## config.mk

```make
export PLATFORM = sky130hd
export DESIGN_NAME = mu0_control
export DESIGN_NICKNAME = d
export VERILOG_FILES = /design/src/rtl/mu0_control.sv
export SDC_FILE = /design/constraint.sdc
export NUM_CORES = 1
export LEC_CHECK = 0
export ABC_AREA = 1
export CAP_MARGIN = 20
export CORE_ASPECT_RATIO = 0.7
export CORE_MARGIN = 3
export CORE_UTILIZATION = 50
export CTS_CLUSTER_DIAMETER = 80
export DETAILED_ROUTE_END_ITERATION = 10
export MAX_ROUTING_LAYER = met4
export PLACE_DENSITY = 0.86
export SLEW_MARGIN = 20
export SYNTH_ARGS = -nofsm -noshare
export SYNTH_HDL_FRONTEND = slang
export SYNTH_SLANG_ARGS = --single-unit
```

## constraint.sdc

```tcl
create_clock -name clk -period 4.4 [get_ports clk]
set_input_delay 0.88 -clock clk [delete_from_list [all_inputs] [get_ports clk]]
set_output_delay 0.88 -clock clk [all_outputs]
set_load 0.01 [all_outputs]
```

## src/rtl/mu0_control.sv

```systemverilog
// MU0 fetch/execute sequencer driving ALU op, operand muxes, register strobes and memory handshake.
// Optional MU0_ILLEGAL_TRAP_EN: opcodes 8-15 halt with a sticky illegal flag instead of acting as NOPs.
module mu0_control #(
    parameter int CNT_W = 16
) (
    input  logic             clk,
    input  logic             rst_n,
    input  logic [3:0]       ir_op,
    input  logic             acc_z,
    input  logic             acc_n,
    input  logic             mem_ack,
    output logic [3:0]       alu_op,
    output logic             a_sel,
    output logic             b_sel,
    output logic             addr_sel,
    output logic             mem_req,
    output logic             mem_we,
    output logic             ir_ld,
    output logic             pc_ld,
    output logic             acc_ld,
    output logic             halted,
    output logic             illegal,
    output logic [CNT_W-1:0] retired
);

    typedef enum logic [1:0] {S_INIT, S_FETCH, S_EXEC, S_HALT} state_t;

    localparam logic [3:0] ALU_ZERO  = 4'd0;
    localparam logic [3:0] ALU_ADD   = 4'd1;
    localparam logic [3:0] ALU_SUB   = 4'd2;
    localparam logic [3:0] ALU_A_INC = 4'd3;
    localparam logic [3:0] ALU_B     = 4'd4;

    localparam logic [3:0] OP_LDA = 4'd0;
    localparam logic [3:0] OP_STO = 4'd1;
    localparam logic [3:0] OP_ADD = 4'd2;
    localparam logic [3:0] OP_SUB = 4'd3;
    localparam logic [3:0] OP_JMP = 4'd4;
    localparam logic [3:0] OP_JGE = 4'd5;
    localparam logic [3:0] OP_JNE = 4'd6;
    localparam logic [3:0] OP_STP = 4'd7;

    state_t             state_q, state_d;
    logic [CNT_W-1:0]   retired_q, retired_d;
    logic               done;
    logic               jump;

    always_ff @(posedge clk or negedge rst_n) begin
        if (!rst_n) begin
            state_q   <= S_INIT;
            retired_q <= '0;
        end else begin
            state_q   <= state_d;
            retired_q <= retired_d;
        end
    end

    always_comb begin
        state_d  = state_q;
        alu_op   = ALU_ZERO;
        a_sel    = 1'b0;
        b_sel    = 1'b0;
        addr_sel = 1'b0;
        mem_req  = 1'b0;
        mem_we   = 1'b0;
        ir_ld    = 1'b0;
        pc_ld    = 1'b0;
        acc_ld   = 1'b0;
        halted   = 1'b0;
        done     = 1'b0;
        jump     = 1'b0;
        case (state_q)
            S_INIT: begin
                alu_op  = ALU_ZERO;
                pc_ld   = 1'b1;
                acc_ld  = 1'b1;
                state_d = S_FETCH;
            end
            S_FETCH: begin
                mem_req = 1'b1;
                if (mem_ack) begin
                    ir_ld   = 1'b1;
                    a_sel   = 1'b1;
                    alu_op  = ALU_A_INC;
                    pc_ld   = 1'b1;
                    state_d = S_EXEC;
                end
            end
            S_EXEC: begin
                case (ir_op)
                    OP_LDA: begin
                        mem_req  = 1'b1;
                        addr_sel = 1'b1;
                        if (mem_ack) begin
                            alu_op = ALU_B;
                            acc_ld = 1'b1;
                            done   = 1'b1;
                        end
                    end
                    OP_STO: begin
                        mem_req  = 1'b1;
                        mem_we   = 1'b1;
                        addr_sel = 1'b1;
                        done     = mem_ack;
                    end
                    OP_ADD, OP_SUB: begin
                        mem_req  = 1'b1;
                        addr_sel = 1'b1;
                        if (mem_ack) begin
                            alu_op = (ir_op == OP_ADD) ? ALU_ADD : ALU_SUB;
                            acc_ld = 1'b1;
                            done   = 1'b1;
                        end
                    end
                    OP_JMP: begin
                        jump = 1'b1;
                        done = 1'b1;
                    end
                    OP_JGE: begin
                        jump = ~acc_n;
                        done = 1'b1;
                    end
                    OP_JNE: begin
                        jump = ~acc_z;
                        done = 1'b1;
                    end
                    OP_STP: state_d = S_HALT;
                    default: begin
`ifdef MU0_ILLEGAL_TRAP_EN
                        state_d = S_HALT;
`else
                        done = 1'b1;
`endif
                    end
                endcase
                if (jump) begin
                    b_sel  = 1'b1;
                    alu_op = ALU_B;
                    pc_ld  = 1'b1;
                end
                if (done) state_d = S_FETCH;
            end
            S_HALT: halted = 1'b1;
            default: state_d = S_INIT;
        endcase
    end

    // Every EXEC->FETCH transition retires exactly one instruction; STP and traps never reach it.
    assign retired_d = done ? retired_q + CNT_W'(1) : retired_q;
    assign retired   = retired_q;

`ifdef MU0_ILLEGAL_TRAP_EN
    logic illegal_q;

    always_ff @(posedge clk or negedge rst_n) begin
        if (!rst_n) begin
            illegal_q <= 1'b0;
        end else if (state_q == S_EXEC && ir_op[3]) begin
            illegal_q <= 1'b1;
        end
    end

    assign illegal = illegal_q;
`else
    assign illegal = 1'b0;
`endif

endmodule

```

Figure 1. Local utilization (run 1).
Scale: 6 px per um. 7 x 5 tiles, from white (low) to dark blue (high), 0 to 100% covered.
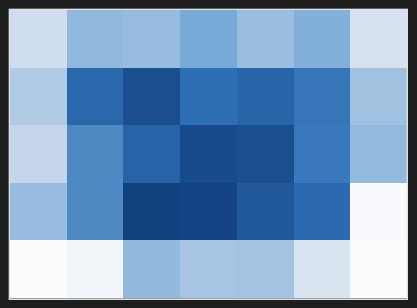
tiles over 75% full = 29%
densest ninth of the die = center
mean over tiles = 51%
fullest tile = 93%

Figure 2. Where the registers sit (run 1).
Scale: 8 px per um. Other cells in gray.
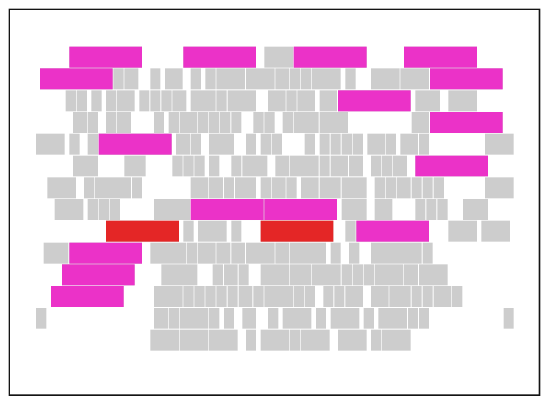
`retired` -> magenta  # flops 16
`state_q` -> red  # flops 2

Figure 3. Supply network (run 1).
Scale: 6 px per um. Pins as bars on the die edge. Tap cells in gray.
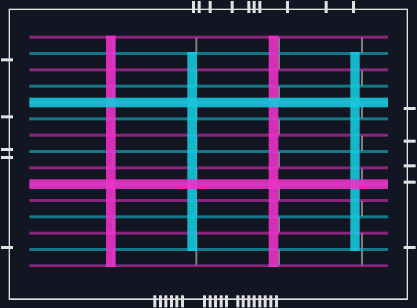
VSS -> magenta
VDD -> cyan
met5 straps = 2
met1 rails = 15
tap cells = 32
signal pins = 39

## run 1: final cells by class
class / count / area (um^2) / area share [%]
clock buffers: 3 / 22.5 / 1.37
inverters: 21 / 78.8 / 4.79
multi-input cells: 136 / 693 / 42.1
flip-flops and latches: 18 / 450 / 27.4
well taps: 32 / 40.0 / 2.43
repair buffers: 36 / 360 / 21.9
## run 1: cell usage in the layout (no fill, tap or decap), drive strengths merged
cell           instances
a21o                   1
a21oi                  6
clkbuf                 3
clkdlybuf4s50         36
conb                   2
dfrtp                 18
ha                     5
inv                   21
nand2                 60
nand3                  9
nand4                  5
nor2                  31
o21a                   1
o21ai                  6
xnor2                  5
xor2                   5
## run 1: sequential cells by signal, indices dropped and copies added, names as in the netlist
| name | flops |
|---|---|
| retired | 16 |
| state_q | 2 |
## run 1: worst register-to-register path, delay by kind of cell, from the launching register on
family	cells	cell delay, ns
XOR/XNOR	1	0.13
adder cells (fa/ha/maj)	1	0.28
buffers and inverters	2	0.38
flip-flops	1	0.41
AND/OR/NAND/NOR	2	0.32
## run 1: logic make-up after synthesis
| kind of cell | after synthesis | synth area share (%) |
|---|---|---|
| DFF | 18 | 35.6 |
| and+or+nand+nor | 105 | 36.4 |
| buffers and inverters | 26 | 9.80 |
| xor gates and xnor gates | 10 | 6.93 |
| adders and majority gates | 5 | 4.95 |
| other | 1 | 0.297 |
| AOI/OAI and AO/OA | 14 | 5.94 |
## run 1: through the flow
step	total power, mW	instance area [um^2]
detailed placement	0.587	1620
finish	0.667	1650
CTS	0.668	1650
global route	0.712	1650
global placement	0.573	1620
floorplan	0.429	1270
## run 1: metal layers
metal / global-route usage (%) / wire length, um
met1: 27.2 / 1450
met2: 36.5 / 1510
met3: 5.40 / 208
met4: 6.07 / 13
met5: - / 0
==> flow_summary_export.csv, run 1 <==
group,metric,value,unit
cts,post_cts_resized,0,
synth,yosysChipArea,0.00126,mm^2
cts,cts_hold_buf,0,
sta,fmax,280,MHz
sta,slew_violations,0,
sta,period_needed,3.57,ns
global_routing,grt_pass1_vias,1134,
critical_path,crit_fanout,4,
critical_path,critPathTopFamily,"buffers and inverters",
final_layout,diodes,0,
detailed_routing,via_count,1238,
synth,synth_flop_count,18,
final_layout,area_delta_synth_final,30.2,%
final_layout,finalNonFillerCells,246,
global_routing,antenna_found_initial,0,
power,switchingPower,0.272,mW
synth,netlist.area_leader.share,35.6,%
power,power_frac_seq,35.8,%
critical_path,crit_end,"alu_op[2]",
global_routing,grt_usage,22.0,%
detailed_routing,routedWlPerCell,12.9,um
worst_hold_path,hold_class,"reg -> reg",
cts,cts_root_buffer,"clkbuf_4",
synth,yosysTopAreaCell,"dfrtp_1",
synth,synth.avg_cell_area,7.06,um^2
synth,topCellsByArea,"dfrtp_1, nand2_1, nor2_1",
detailed_routing,drt_iter0_drc,58,
detailed_routing,dr.pass1.iters,4,
critical_path,critical_path.endpoint_type,"output pin",
critical_path,worstPathRequired,3.52,ns
placement,placed_cells,243,
floorplanning,die_y,48.1,um
cts,clock_latency,0.29,ns
placement,gp_congestion,0.895,
power,comb_power_share,51.9,%
power,pg_clk,0.0816,mW
floorplanning,coreArea,0.00228,mm^2
critical_path,reg2reg_from,"state_q[0]",
cts,numCtsBuffers,3,
synth,ff_type,"dfrtp_1",
power,switching_share,40.7,%
sta,hold_ws,0.532,ns
sta,finalSetupTns,0,ns
critical_path,worst-path-stages,7,
placement,port-buffer-count,36,
outcome,status,"complete, no violations",
power,power_frac_clock,12.2,%
cts,clkTransAtPathRegs,0.10,ns
sta,finalSetupViolations,0,
synth,top_cell,"nand2_1",
critical_path,r2r_setup_slack,2.78,ns
power,vdd_drop_max,0.000280,V
floorplanning,chipArea,0.00318,mm^2
global_routing,grt_pass1_wl,5020,um
power,power.leakage,0.758,nW
cts,cts.sinks,18,
floorplanning,die_x,66.1,um
detailed_routing,final_antenna_net_count,0,
critical_path,r2r-end,"retired[3]",
power,power_density,406,mW/mm^2
floorplanning,fp-utilization,55.5,%
synth,yosys_warnings,0,
floorplanning,boundaryPins,39,
placement,hpwl,2610,um
sta,finalHoldViolCount,0,
placement,pre_cts_ws,0.848,ns
power,cell_internal_pwr,0.395,mW
global_routing,grt_start_max_net_pins,19,
synth,synth_area,0.00126,mm^2
power,power_leader,"combinational logic",
critical_path,cp_data_arrival_time,2.69,ns
sta,worst_slack,0.834,ns
job,warning_count,29,
critical_path,cp_num_buf_inv,2,
detailed_routing,routed_wl,3180,um
==> run 2: changes to the inputs <==
--- a/config.mk
+++ b/config.mk
@@ -9,11 +9,11 @@
 export CAP_MARGIN = 20
 export CORE_ASPECT_RATIO = 0.7
 export CORE_MARGIN = 3
-export CORE_UTILIZATION = 50
+export CORE_UTILIZATION = 46
 export CTS_CLUSTER_DIAMETER = 80
 export DETAILED_ROUTE_END_ITERATION = 10
 export MAX_ROUTING_LAYER = met4
-export PLACE_DENSITY = 0.86
+export PLACE_DENSITY = 0.8
 export SLEW_MARGIN = 20
 export SYNTH_ARGS = -nofsm -noshare
 export SYNTH_HDL_FRONTEND = slang
==> constraint.sdc (replaced) <==
create_clock -name clk -period 3.7 [get_ports clk]
set_input_delay 0.74 -clock clk [delete_from_list [all_inputs] [get_ports clk]]
set_output_delay 0.74 -clock clk [all_outputs]
set_load 0.01 [all_outputs]
Figure 4. The clock network (run 2).
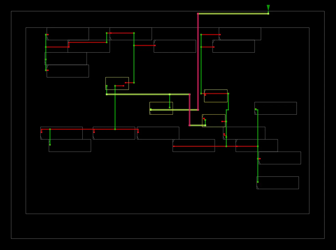
clk sink count: 18
clkbuf count: 4
skew final: 0.00307 ns

==> flow_summary_export.csv, run 2 <==
group,metric,value,unit
critical_path,critical_path.endpoint_type,"output pin",
synth,edf_count,0,
floorplanning,chipArea,0.00342,mm^2
placement,pre_cts_ws,0.474,ns
floorplanning,coreArea,0.00253,mm^2
placement,port-buffer-count,36,
global_routing,gr-total-overflow,0,
synth,yosys_warnings,0,
sta,finalSetupTns,0,ns
detailed_routing,highest_layer,"met4",
detailed_routing,routedWlPerCell,12.7,um
final_layout,comb_area,693,um^2
power,power_density,510,mW/mm^2
floorplanning,fp-utilization,49.9,%
global_routing,grt_start_max_net_pins,19,
cts,clock_latency,0.25,ns
sta,slew_violations,0,
cts,numCtsBuffers,3,
power,power.leakage,0.773,nW
sta,period_needed,3.24,ns
floorplanning,die_y,49.9,um
synth,ys_sh_mux,0,%
placement,gp_congestion,0.901,
synth,simple_gate_share,36.4,%
synth,logic_family,"simple AND/OR/NAND/NOR gates",
global_routing,grt_usage,20.8,%
placement,placed_cells,245,
global_routing,antenna_found_initial,0,
critical_path,critPathTopFamily,"buffers and inverters",
final_layout,regArea,450,um^2
critical_path,r2r-end,"retired[3]",
detailed_routing,drt_iter0_drc,86,
sta,fmax,309,MHz
synth,synthAdderAreaFrac,4.95,%
critical_path,worst-path-stages,7,
sta,finalHoldViolCount,0,
sta,worst_slack,0.462,ns
floorplanning,boundaryPins,39,
critical_path,r2r_setup_slack,2.06,ns
final_layout,area_delta_synth_final,33.0,%
power,vdd_drop_max,0.000351,V
detailed_routing,wl_met3,169,um
detailed_routing,dr.pass1.iters,4,
detailed_routing,final_antenna_net_count,0,
cts,cts_hold_buf,0,
final_layout,finalNonFillerCells,249,
cts,cts_tree,"yes",
worst_hold_path,hold_class,"reg -> reg",
cts,cts_root_buffer,"clkbuf_8",
synth,ff_type,"dfrtp_1",
critical_path,crit_fanout,4,
outcome,status,"complete, no violations",
power,finalPower,0.857,mW
critical_path,crit_end,"alu_op[2]",
placement,hpwl,2540,um
critical_path,cp_num_buf_inv,2,
detailed_routing,via_count,1222,
synth,top_cell,"nand2_1",
final_layout,mostFrequentLayoutCell,"nand2_1",
global_routing,grt_pass1_wl,5170,um
detailed_routing,routedLengthMet1,1460,um
synth,xor_share,6.93,%
detailed_routing,routed_wl,3160,um
synth,netlist.area_leader.share,35.6,%
final_layout,mostFrequentLayoutCells,"nand2_1, clkdlybuf4s50_1, nor2_1, inv_1, dfrtp_1",
synth,synth_flop_count,18,
floorplanning,die_x,68.6,um
detailed_routing,wl_met2,1500,um
job,warning_count,29,
synth,aoi_share,5.94,%
critical_path,crit_start,"ir_op[3]",
synth,topCellsByArea,"dfrtp_1, nand2_1, nor2_1",
synth,yosysTopAreaCell,"dfrtp_1",
cts,clkTransAtPathRegs,0.07,ns
critical_path,worstPathRequired,2.96,ns
final_layout,diodes,0,
synth,synth.avg_cell_area,7.06,um^2
Figure 5. Signal wires by layer (run 2).
Scale: 6 px per um.
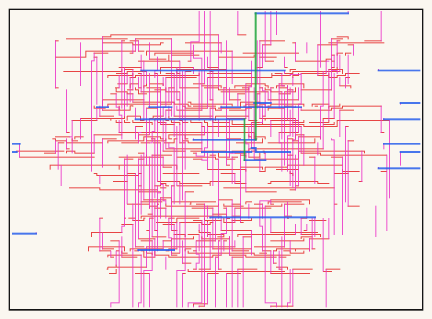
metal 4 -> green  # wire length 27.9 um
metal 3 -> blue  # wire length 169 um
metal 2 -> magenta  # wire length 1500 um
metal 1 -> red  # wire length 1460 um

[run 2: cell count changes in the layout (fill, tap and decap cells not counted), sizes merged]
cell,delta
clkbuf,+1
[run 2: how the worst min path moves through the flow]
stage,start,end,slack (ns),depth (start not counted)
2_1_floorplan,rst_n,retired[0],0.44,0
6_report,retired[8],retired[8],0.53,1
3_5_place_dp,retired[10],retired[10],0.52,1
4_1_cts,retired[10],retired[10],0.53,1
3_3_place_gp,retired[15],retired[15],0.51,2
5_1_grt,retired[10],retired[10],0.56,1
[run 2: routing by layer]
| metal | track usage, % | vias to the layer above |
|---|---|---|
| met5 | - | - |
| met4 | 3.96 | 0 |
| met3 | 5.01 | 4 |
| met2 | 31.9 | 32 |
| met1 | 28.0 | 563 |
| li1 | - | 623 |
[run 2: logic make-up after synthesis]
kind of cell,Yosys count
XOR/XNOR,10
other,1
buffers and inverters,26
adder cells (fa/ha/maj),5
AND-OR/OR-AND,14
AND/OR/NAND/NOR,105
flip-flops,18
[run 2: final cells by class]
type,instances,share of cell area (%)
well taps,34,2.53
multi-input cells,136,41.3
repair buffers,36,21.4
flip-flops and latches,18,26.8
clock buffers,4,3.28
inverters,21,4.69
[run 2: where the power goes]
group          internal (mW)  switching (mW)
Clock                 0.0946          0.0668
Combinational          0.196           0.214
Sequential             0.236          0.0496
Total                  0.526           0.330
[run 2: stage by stage]
step | hold WS [ns] | area [um^2]
after floorplan | 0.444 | 1270
after global placement | 0.506 | 1630
after detailed placement | 0.516 | 1630
after CTS | 0.529 | 1680
after global routing | 0.557 | 1680
final | 0.529 | 1680
==> run 3: changes to the inputs <==
--- a/config.mk
+++ b/config.mk
@@ -18,3 +18,4 @@
 export SYNTH_ARGS = -nofsm -noshare
 export SYNTH_HDL_FRONTEND = slang
 export SYNTH_SLANG_ARGS = --single-unit
+export TNS_END_PERCENT = 100
Figure 6. The clock network (run 3).
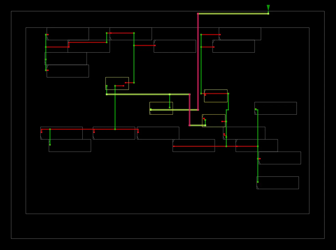
CTS buffer count: 3
Clock Power: 0.161 mW
Seq cells: 18
Insertion Delay late pin: 0.25 ns

==> flow_summary_export.csv, run 3 <==
group,metric,value,unit
final_layout,layout-drive-gt1-share,8.84,%
outcome,status,"complete, no violations",
cts,post_cts_resized,0,
synth,yosysChipArea,0.00126,mm^2
synth,ff_type,"dfrtp_1",
detailed_routing,dr.pass1.iters,4,
floorplanning,chipArea,0.00342,mm^2
final_layout,mostFrequentLayoutCell,"nand2_1",
synth,edf_count,0,
detailed_routing,drc_errors,0,
synth,ys_async_sr_fraction,100,%
cts,cts_hold_buf,0,
floorplanning,die_x,68.6,um
critical_path,worstPathRequired,2.96,ns
final_layout,diodes,0,
global_routing,grt_start_max_net_pins,19,
floorplanning,coreArea,0.00253,mm^2
cts,cts_root_buffer,"clkbuf_8",
placement,hpwl,2540,um
sta,hold_ws,0.529,ns
detailed_routing,drt_iter0_drc,86,
placement,port-buffer-count,36,
synth,yosys_warnings,0,
critical_path,path_cells,"clkdlybuf4s50_1 -> nor2_1 -> nand2_1 -> nor2_1 -> nand2_1 -> a21oi_1 -> clkdlybuf4s50_1",
worst_hold_path,hold_class,"reg -> reg",
synth,synth_flop_count,18,
synth,yosysUniqueCellTypes,21,
sta,slew_headroom,47.2,%
power,finalPower,0.857,mW
cts,htreeDepth,1,
final_layout,regArea,450,um^2
sta,finalSetupViolations,0,
power,power_density,510,mW/mm^2
placement,gp_congestion,0.901,
global_routing,antenna_found_initial,0,
detailed_routing,via_per_inst,4.91,
synth,seq_area_frac_synth,35.6,%
sta,fin_crit_sh,87.5,%
job,max_cap_viol_count,0,
critical_path,crit_fanout,4,
critical_path,slowest_delay,0.56,ns
cts,clkTransAtPathRegs,0.07,ns
synth,xor_share,6.93,%
sta,finalSetupTns,0,ns
floorplanning,boundaryPins,39,
critical_path,cp-start-kind,"input pin",
sta,rsz0062_at_grt,"no",
sta,slew_violations,0,
detailed_routing,routedWlPerCell,12.7,um
final_layout,design_area,0.00168,mm^2
synth,netlist.area_leader.share,35.6,%
synth,synthAdderAreaFrac,4.95,%
critical_path,critical_path.endpoint_type,"output pin",
final_layout,largest_reg_flops,16,
synth,logic_family,"simple AND/OR/NAND/NOR gates",
floorplanning,die_y,49.9,um
detailed_routing,final_antenna_net_count,0,
floorplanning,fp-utilization,49.9,%
sta,tightest_slew,0.790,ns
synth,syn_inst,179,
sta,finClkSkew,0.00307,ns
synth,simple_gate_share,36.4,%
synth,synth_area,0.00126,mm^2
synth,yosysCellCount,179,
global_routing,grt_pass1_vias,1122,
critical_path,r2r_setup_slack,2.06,ns
synth,topCellsByArea,"dfrtp_1, nand2_1, nor2_1",
synth,ys_top_cells_by_count,"nand2_1, nor2_1, inv_1, dfrtp_1, nand3_1",
detailed_routing,routed_wl,3160,um
power,vdd_drop_max,0.000351,V
global_routing,gr-total-overflow,0,
final_layout,n_fill_cell,216,
sta,period_needed,3.24,ns
critical_path,cp_data_arrival_time,2.50,ns
final_layout,comb_area,693,um^2
sta,finalHoldViolCount,0,
detailed_routing,via_count,1222,
synth,ys_sh_mux,0,%
critical_path,worst_path_max_delay_cell,"clkdlybuf4s50_1",
cts,cts_tree,"yes",
cts,cts_buffer_depth,2,
floorplanning,rows,15,
synth,aoi_share,5.94,%
final_layout,area_delta_synth_final,33.0,%
cts,cts.sinks,18,
final_layout,final_nets,230,
global_routing,grt_usage,20.8,%
placement,post_dp_cell_area,0.00163,mm^2
final_layout,mostFrequentLayoutCells,"nand2_1, clkdlybuf4s50_1, nor2_1, inv_1, dfrtp_1",
critical_path,crit_type,"in -> out",
job,warning_count,29,
cts,cts_setup_buffers,0,
synth,synth.avg_cell_area,7.06,um^2
synth,yosysTopAreaCell,"dfrtp_1",
global_routing,grt_pass1_wl,5170,um
power,power.leakage,0.773,nW
synth,top_cell,"nand2_1",
sta,fmax,309,MHz
Figure 7. Supply network (run 3).
Scale: 6 px per um. Pins as bars on the die edge. Tap cells in gray.
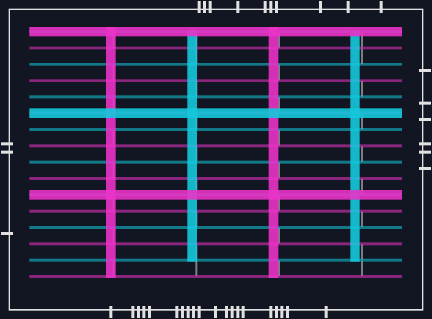
VDD -> cyan
VSS -> magenta
met4 straps = 4
met5 straps = 3
signal pins = 39
tap cells = 34

## run 3: cell counts after synthesis
No cell type changed its count.
## run 3: area by class of cell
type	instances	area share, %
inverters	21	4.69
well taps	34	2.53
repair buffers	36	21.4
multi-input cells	136	41.3
clock buffers	4	3.28
flip-flops and latches	18	26.8
## run 3: path summary, 6_finish.rpt
check	startpoint	endpoint	depth (start not counted)
worst max-delay path	ir_op[3]	alu_op[2]	7
worst min-delay path	retired[8]	retired[8]	1
worst max register to register	state_q[0]	retired[3]	6
worst min register to register	retired[8]	retired[8]	1
max in group asynchronous	rst_n	retired[4]	1
min in group asynchronous	rst_n	retired[8]	1
## run 3: report_power, final
group	total (mW)	switching [mW]	internal [mW]	leakage (nW)
clock	0.161	0.0668	0.0946	0.0288
combinational	0.410	0.214	0.196	0.503
sequential	0.285	0.0496	0.236	0.242
total	0.857	0.330	0.526	0.773
## run 3: per-stage QoR
step / setup slack, ns / cells / utilization [%]
floorplan: 1.53 / 180 / -
global placement: 0.573 / 245 / 64.1
detailed placement: 0.474 / 245 / 64.1
CTS: 0.477 / 249 / 66.3
global route: 0.310 / 249 / 66.3
finish: 0.462 / 249 / 66.3
## run 3: kinds of logic after synthesis
group                    Yosys count
other                              1
adder cells (fa/ha/maj)            5
AND/OR/NAND/NOR                  105
XOR/XNOR                          10
flip-flops                        18
AND-OR/OR-AND                     14
buffers and inverters             26
## run 3: worst max-delay path, delay by kind of cell
family	cells	cell delay (ns)
buf+inv	2	1.02
simple gates	4	0.58
compound gates	1	0.16
## run 3: layer usage
layer	part of all wire [%]	global-route usage (%)
met1	46	28.0
met2	48	31.9
met3	5.3	5.01
met4	0.85	3.96
met5	0	-
Power and IR drop assume default switching activity.
